File: config.mk
export PLATFORM = sky130hd
export DESIGN_NAME = cla_seq_adder
export DESIGN_NICKNAME = d
export VERILOG_FILES = /design/src/rtl/cla_seq_adder_pkg.sv /design/src/rtl/cla_seq_adder_cla16.sv /design/src/rtl/cla_seq_adder.sv
export SDC_FILE = /design/constraint.sdc
export NUM_CORES = 1
export LEC_CHECK = 0
export CORE_UTILIZATION = 36
export DETAILED_ROUTE_END_ITERATION = 10
export MAX_ROUTING_LAYER = met4
export SLEW_MARGIN = 5
export SYNTH_ARGS = -nofsm -noshare
export SYNTH_HDL_FRONTEND = slang
export SYNTH_SLANG_ARGS = --single-unit
File: constraint.sdc
create_clock -name clk -period 11.62 [get_ports clk]
set_input_delay 2.324 -clock clk [delete_from_list [all_inputs] [get_ports clk]]
set_output_delay 2.324 -clock clk [all_outputs]
set_load 0.05 [all_outputs]
File: src/rtl/cla_seq_adder_pkg.sv
`default_nettype none
// ---------------------------------------------------------------------------
// Module : cla_seq_adder_pkg
// Shared constants, FSM state type and index-width helper for cla_seq_adder.
// Rev    : 1.0
// ---------------------------------------------------------------------------
package cla_seq_adder_pkg;

  localparam int CHUNK_W = 16;
  localparam int GROUP_W = 4;

  typedef enum logic [0:0] {
    IDLE = 1'b0,
    RUN  = 1'b1
  } state_e;

  // A one-chunk build still needs a 1-bit index register.
  function automatic int idx_width(input int nchunk);
    return (nchunk > 1) ? $clog2(nchunk) : 1;
  endfunction

endpackage
`default_nettype wire

File: src/rtl/cla_seq_adder_cla16.sv
`default_nettype none
// ---------------------------------------------------------------------------
// Module : cla16_chunk
// 16-bit two-level carry-lookahead adder; c15 tap present with OVF_DETECT_EN.
// Rev    : 1.0
// ---------------------------------------------------------------------------
module cla16_chunk
  import cla_seq_adder_pkg::*;
(
  input  logic [CHUNK_W-1:0] x,
  input  logic [CHUNK_W-1:0] y,
  input  logic               cin,
  output logic [CHUNK_W-1:0] s,
  output logic               cout,
  output logic               c15
);

  localparam int NGRP = CHUNK_W / GROUP_W;

  logic [CHUNK_W-1:0] w_g;
  logic [CHUNK_W-1:0] w_p;
  logic [NGRP-1:0]    w_gg;
  logic [NGRP-1:0]    w_gp;
  logic [NGRP:0]      w_gc;
  logic [CHUNK_W:0]   w_c;

  assign w_g = x & y;
  assign w_p = x ^ y;

  generate
    for (genvar gi = 0; gi < NGRP; gi++) begin : g_grp
      localparam int B = gi * GROUP_W;
      assign w_gg[gi] = w_g[B+3]
                      | (w_p[B+3] & w_g[B+2])
                      | (w_p[B+3] & w_p[B+2] & w_g[B+1])
                      | (w_p[B+3] & w_p[B+2] & w_p[B+1] & w_g[B]);
      assign w_gp[gi] = &w_p[B+3:B];

      assign w_c[B]   = w_gc[gi];
      assign w_c[B+1] = w_g[B] | (w_p[B] & w_gc[gi]);
      assign w_c[B+2] = w_g[B+1] | (w_p[B+1] & w_g[B])
                      | (w_p[B+1] & w_p[B] & w_gc[gi]);
      assign w_c[B+3] = w_g[B+2] | (w_p[B+2] & w_g[B+1])
                      | (w_p[B+2] & w_p[B+1] & w_g[B])
                      | (w_p[B+2] & w_p[B+1] & w_p[B] & w_gc[gi]);
    end
  endgenerate

  // Second-level lookahead: group carries come straight from cin, no ripple.
  assign w_gc[0] = cin;
  assign w_gc[1] = w_gg[0] | (w_gp[0] & cin);
  assign w_gc[2] = w_gg[1] | (w_gp[1] & w_gg[0]) | (w_gp[1] & w_gp[0] & cin);
  assign w_gc[3] = w_gg[2] | (w_gp[2] & w_gg[1]) | (w_gp[2] & w_gp[1] & w_gg[0])
                 | (w_gp[2] & w_gp[1] & w_gp[0] & cin);
  assign w_gc[4] = w_gg[3] | (w_gp[3] & w_gg[2]) | (w_gp[3] & w_gp[2] & w_gg[1])
                 | (w_gp[3] & w_gp[2] & w_gp[1] & w_gg[0])
                 | (&w_gp & cin);
  assign w_c[CHUNK_W] = w_gc[NGRP];

  assign s    = w_p ^ w_c[CHUNK_W-1:0];
  assign cout = w_c[CHUNK_W];

`ifdef OVF_DETECT_EN
  assign c15 = w_c[CHUNK_W-1];
`else
  assign c15 = 1'b0;
`endif

endmodule
`default_nettype wire

File: src/rtl/cla_seq_adder.sv
`default_nettype none
// ---------------------------------------------------------------------------
// Module : cla_seq_adder
// Sequential WIDTH-bit add/sub over one 16-bit CLA, LSB chunk first.
// Optional signed overflow flag: define OVF_DETECT_EN.
// Rev    : 1.0
// ---------------------------------------------------------------------------
module cla_seq_adder
  import cla_seq_adder_pkg::*;
#(
  parameter int WIDTH = 64
) (
  input  logic             clk,
  input  logic             rst,
  input  logic             start,
  input  logic             sub,
  input  logic [WIDTH-1:0] a,
  input  logic [WIDTH-1:0] b,
  output logic             busy,
  output logic             done,
  output logic [WIDTH-1:0] sum,
  output logic             cout,
  output logic             ovf
);

  localparam int NCHUNK = WIDTH / CHUNK_W;
  localparam int IDX_W  = idx_width(NCHUNK);
  localparam logic [IDX_W-1:0] LAST_IDX = IDX_W'(NCHUNK - 1);

  state_e             state_q, state_d;
  logic [WIDTH-1:0]   opa_q, opa_d;
  logic [WIDTH-1:0]   opb_q, opb_d;
  logic [WIDTH-1:0]   sum_q, sum_d;
  logic [IDX_W-1:0]   idx_q, idx_d;
  logic               carry_q, carry_d;
  logic               done_q, done_d;
  logic               cout_q, cout_d;
  logic               ovf_q, ovf_d;

  logic [CHUNK_W-1:0] w_x, w_y, w_s;
  logic               w_cout;
`ifdef OVF_DETECT_EN
  logic               w_c15;
`else
  logic               w_unused_c15;
`endif

  assign w_x = opa_q[idx_q*CHUNK_W +: CHUNK_W];
  assign w_y = opb_q[idx_q*CHUNK_W +: CHUNK_W];

  cla16_chunk u_cla (
    .x    (w_x),
    .y    (w_y),
    .cin  (carry_q),
    .s    (w_s),
    .cout (w_cout),
`ifdef OVF_DETECT_EN
    .c15  (w_c15)
`else
    .c15  (w_unused_c15)
`endif
  );

  always_comb begin
    state_d = state_q;
    opa_d   = opa_q;
    opb_d   = opb_q;
    sum_d   = sum_q;
    idx_d   = idx_q;
    carry_d = carry_q;
    done_d  = 1'b0;
    cout_d  = cout_q;
    ovf_d   = ovf_q;
    case (state_q)
      IDLE: begin
        if (start) begin
          opa_d   = a;
          opb_d   = b ^ {WIDTH{sub}};
          carry_d = sub;
          idx_d   = '0;
          state_d = RUN;
        end
      end
      RUN: begin
        sum_d[idx_q*CHUNK_W +: CHUNK_W] = w_s;
        carry_d = w_cout;
        idx_d   = idx_q + IDX_W'(1);
        if (idx_q == LAST_IDX) begin
          state_d = IDLE;
          done_d  = 1'b1;
          cout_d  = w_cout;
          idx_d   = '0;
`ifdef OVF_DETECT_EN
          ovf_d   = w_c15 ^ w_cout;
`endif
        end
      end
      default: state_d = IDLE;
    endcase
  end

  always_ff @(posedge clk or posedge rst) begin
    if (rst) begin
      state_q <= IDLE;
      opa_q   <= '0;
      opb_q   <= '0;
      sum_q   <= '0;
      idx_q   <= '0;
      carry_q <= 1'b0;
      done_q  <= 1'b0;
      cout_q  <= 1'b0;
      ovf_q   <= 1'b0;
    end else begin
      state_q <= state_d;
      opa_q   <= opa_d;
      opb_q   <= opb_d;
      sum_q   <= sum_d;
      idx_q   <= idx_d;
      carry_q <= carry_d;
      done_q  <= done_d;
      cout_q  <= cout_d;
      ovf_q   <= ovf_d;
    end
  end

  assign busy = (state_q == RUN);
  assign done = done_q;
  assign sum  = sum_q;
  assign cout = cout_q;
  assign ovf  = ovf_q;

endmodule
`default_nettype wire

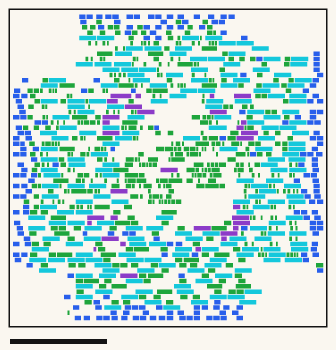
(images/cell_classes.png)
Bar = 50 um.
- cyan: flip-flops (cells 198; share of their area 42%)
- purple: clock drivers and dummy loads (cells 32; share of their area 5.0%)
- blue: other buffers and delay cells (cells 202; share of their area 17%)
- green: all other logic (cells 512; share of their area 35%)
fin util: 48.0%
Row Count: 58
core area: 25300 um^2
post-route cell area: 12100 um^2

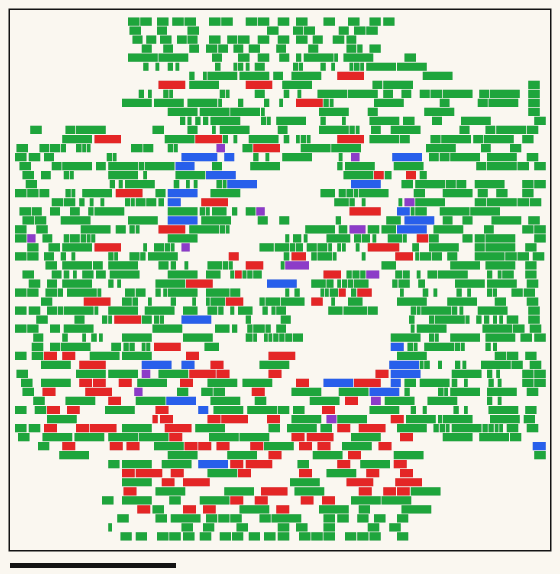
(images/drive_strength.png)
Bar = 50 um.
- green: drive 1 or less (cells 792; share 84%)
- purple: drive 3 to 4 (cells 13; share 1.4%)
- red: drive 2 (cells 112; share 12%)
- blue: drive 6 and up (cells 27; share 2.9%)
Buffers, non-clock: 202
crit path setup slack, layout: 6990 ps
area grow syn2layout: 30.6%

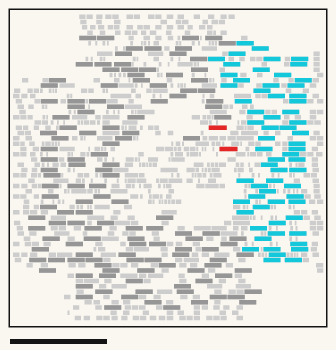
(images/registers.png)
Bar = 50 um.
- red: idx_q (flops 2)
- cyan: sum (flops 64)
- not coloured: 132
Seq/total area: 40.9%
Sequential cell area: 4960 um^2
P_seq: 1.17 mW

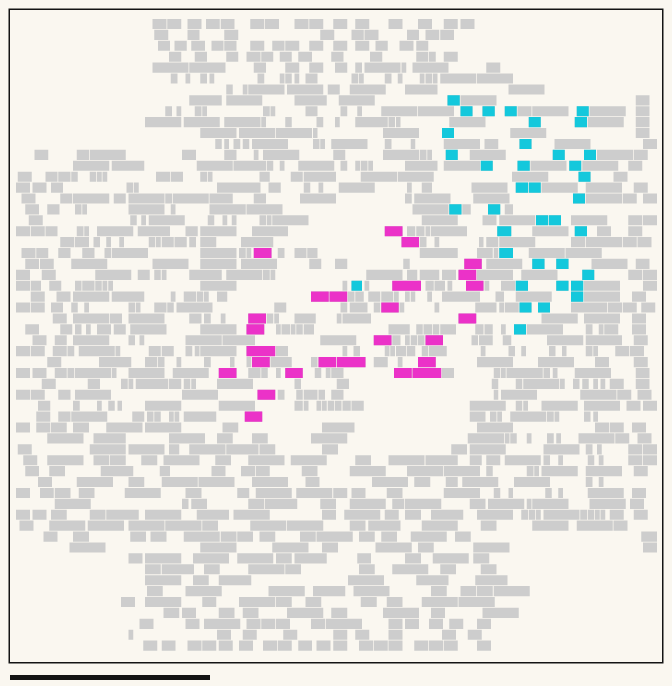
(images/gate_families.png)
Bar = 50 um.
- magenta: adder and majority cells (cells 26; most used ha_1; where centre)
- cyan: AND-OR and OR-AND gates (cells 37; most used a22o_1)
Top cell excl fill/tap: clkdlybuf4s50_1
Final Non-Filler Cells: 1274
Comb/total area: 33.8%

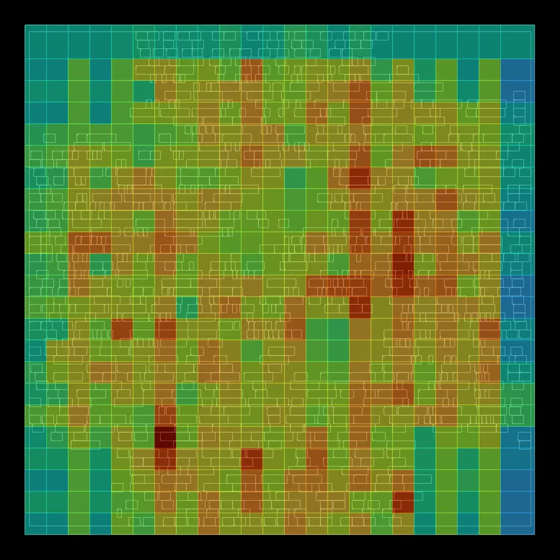
(images/final_congestion.png)
met2 Use GR: 29.3%
WL/cell: 17.6 um
met1 Resource Use GR: 25.3%

==> impl_metrics.yaml <==
# flow metrics
cells_and_area:
  comb_cells: 498
  logic_area_um2: 4100
  inverters_excl_clock: 14
  diodes: 0
  clkbuf_count: 17
clocking:
  cts_tree: "yes"
  cts_max_level: 4
  postCtsHoldBufs: 0
  post-cts-setup-buffers: 0
  insertion_delay_ps: 430
  path_clk_slew_ps: 70
  numCtsBuffers: 17
  cts.sinks: 198
setup_path:
  cp.depth: 4
  crit_path_top_delay_cell: "buf_4"
  critPathBufInv: 2
  regToRegStartpoint: "idx_q[0]"
  startpoint: "start"
  crit_chain: "clkdlybuf4s50_1, nand2b_4, buf_4, mux2_2"
  required_ps: 11940
  cp-end-kind: "register"
  crit_type: "in2reg"
yosys:
  edf_count: 0
  floorplan.nets: 912
  ys_top_cells_by_count: "dfrtp_1 (198), nand2_1 (106), o21ai_0 (92)"
  top_cells_by_area: "dfrtp_1 (53%), mux2_2 (7.8%), mux4_2 (7.8%)"
  netlist_area_um2: 9290
  ys_seq_elements: 198
  synthArstFlopShare_pct: 100
  avgSynthCellArea_um2: 12.3
  post-synth-top-count-cell: "dfrtp_1"
  synth_cells: 754
  ff_type: "dfrtp_1"
  ys_seq_share_pct: 53.4
route:
  wl_met1_mm: 10.3
  wl_met3_um: 918
  route.met2.wl_mm: 10.8
  drtIter0Drc: 367
  firstDrtPassIters: 4
  highest_layer: "met4"
timing:
  max_freq_mhz: 216
  finalHoldViolations: 0
  clock_skew_ps: 9.33
job:
  cap_violations: 0
global_routing:
  globalRouteOverflowTotal: 0
  grt_max_degree: 129
  first_global_vias: 6263
  grt_usage_pct: 18.8
place:
  dp_hpwl_mm: 16.3
  port_buffers: 198
  gp_congestion: 0.756
power:
  power_frac_seq_pct: 29.0
  swShare_pct: 46.0
  power_clock_mw: 0.593
  combPwrFrac_pct: 56.3
  p_leak_nw: 5.04
  power_switching_mw: 1.85
min_path:
  hp-start: "opb_q[44]"
  hp-class: "reg2reg"
  whs_path_depth: 2
die:
  taps: 330
  core_util_floorplan_pct: 36.8
  io_pins: 200
outcome:
  outcome: "complete, no violations"
## kinds of logic after synthesis
| logic type | after synthesis | synth area share [%] |
|---|---|---|
| flops | 198 | 53.4 |
| compound gates | 162 | 11.1 |
| simple gates | 140 | 6.63 |
| mux | 97 | 15.6 |
| xor+xnor | 72 | 6.79 |
| buf+inv | 58 | 2.60 |
| fa+ha+maj | 26 | 3.83 |
| other cells | 1 | 0.0404 |
## stage by stage
| step | util, % | instances | total power [mW] | cell area [um^2] |
|---|---|---|---|---|
| after global routing | 48.0 | 1274 | 4.34 | 12100 |
| after CTS | 48.0 | 1274 | 4.09 | 12100 |
| after floorplan | - | 754 | 2.72 | 9290 |
| final | 48.0 | 1274 | 4.04 | 12100 |
| after global placement | 45.7 | 1242 | 3.45 | 11500 |
| after detailed placement | 45.7 | 1242 | 3.49 | 11500 |
Power is estimated from default activity; no workload was simulated.
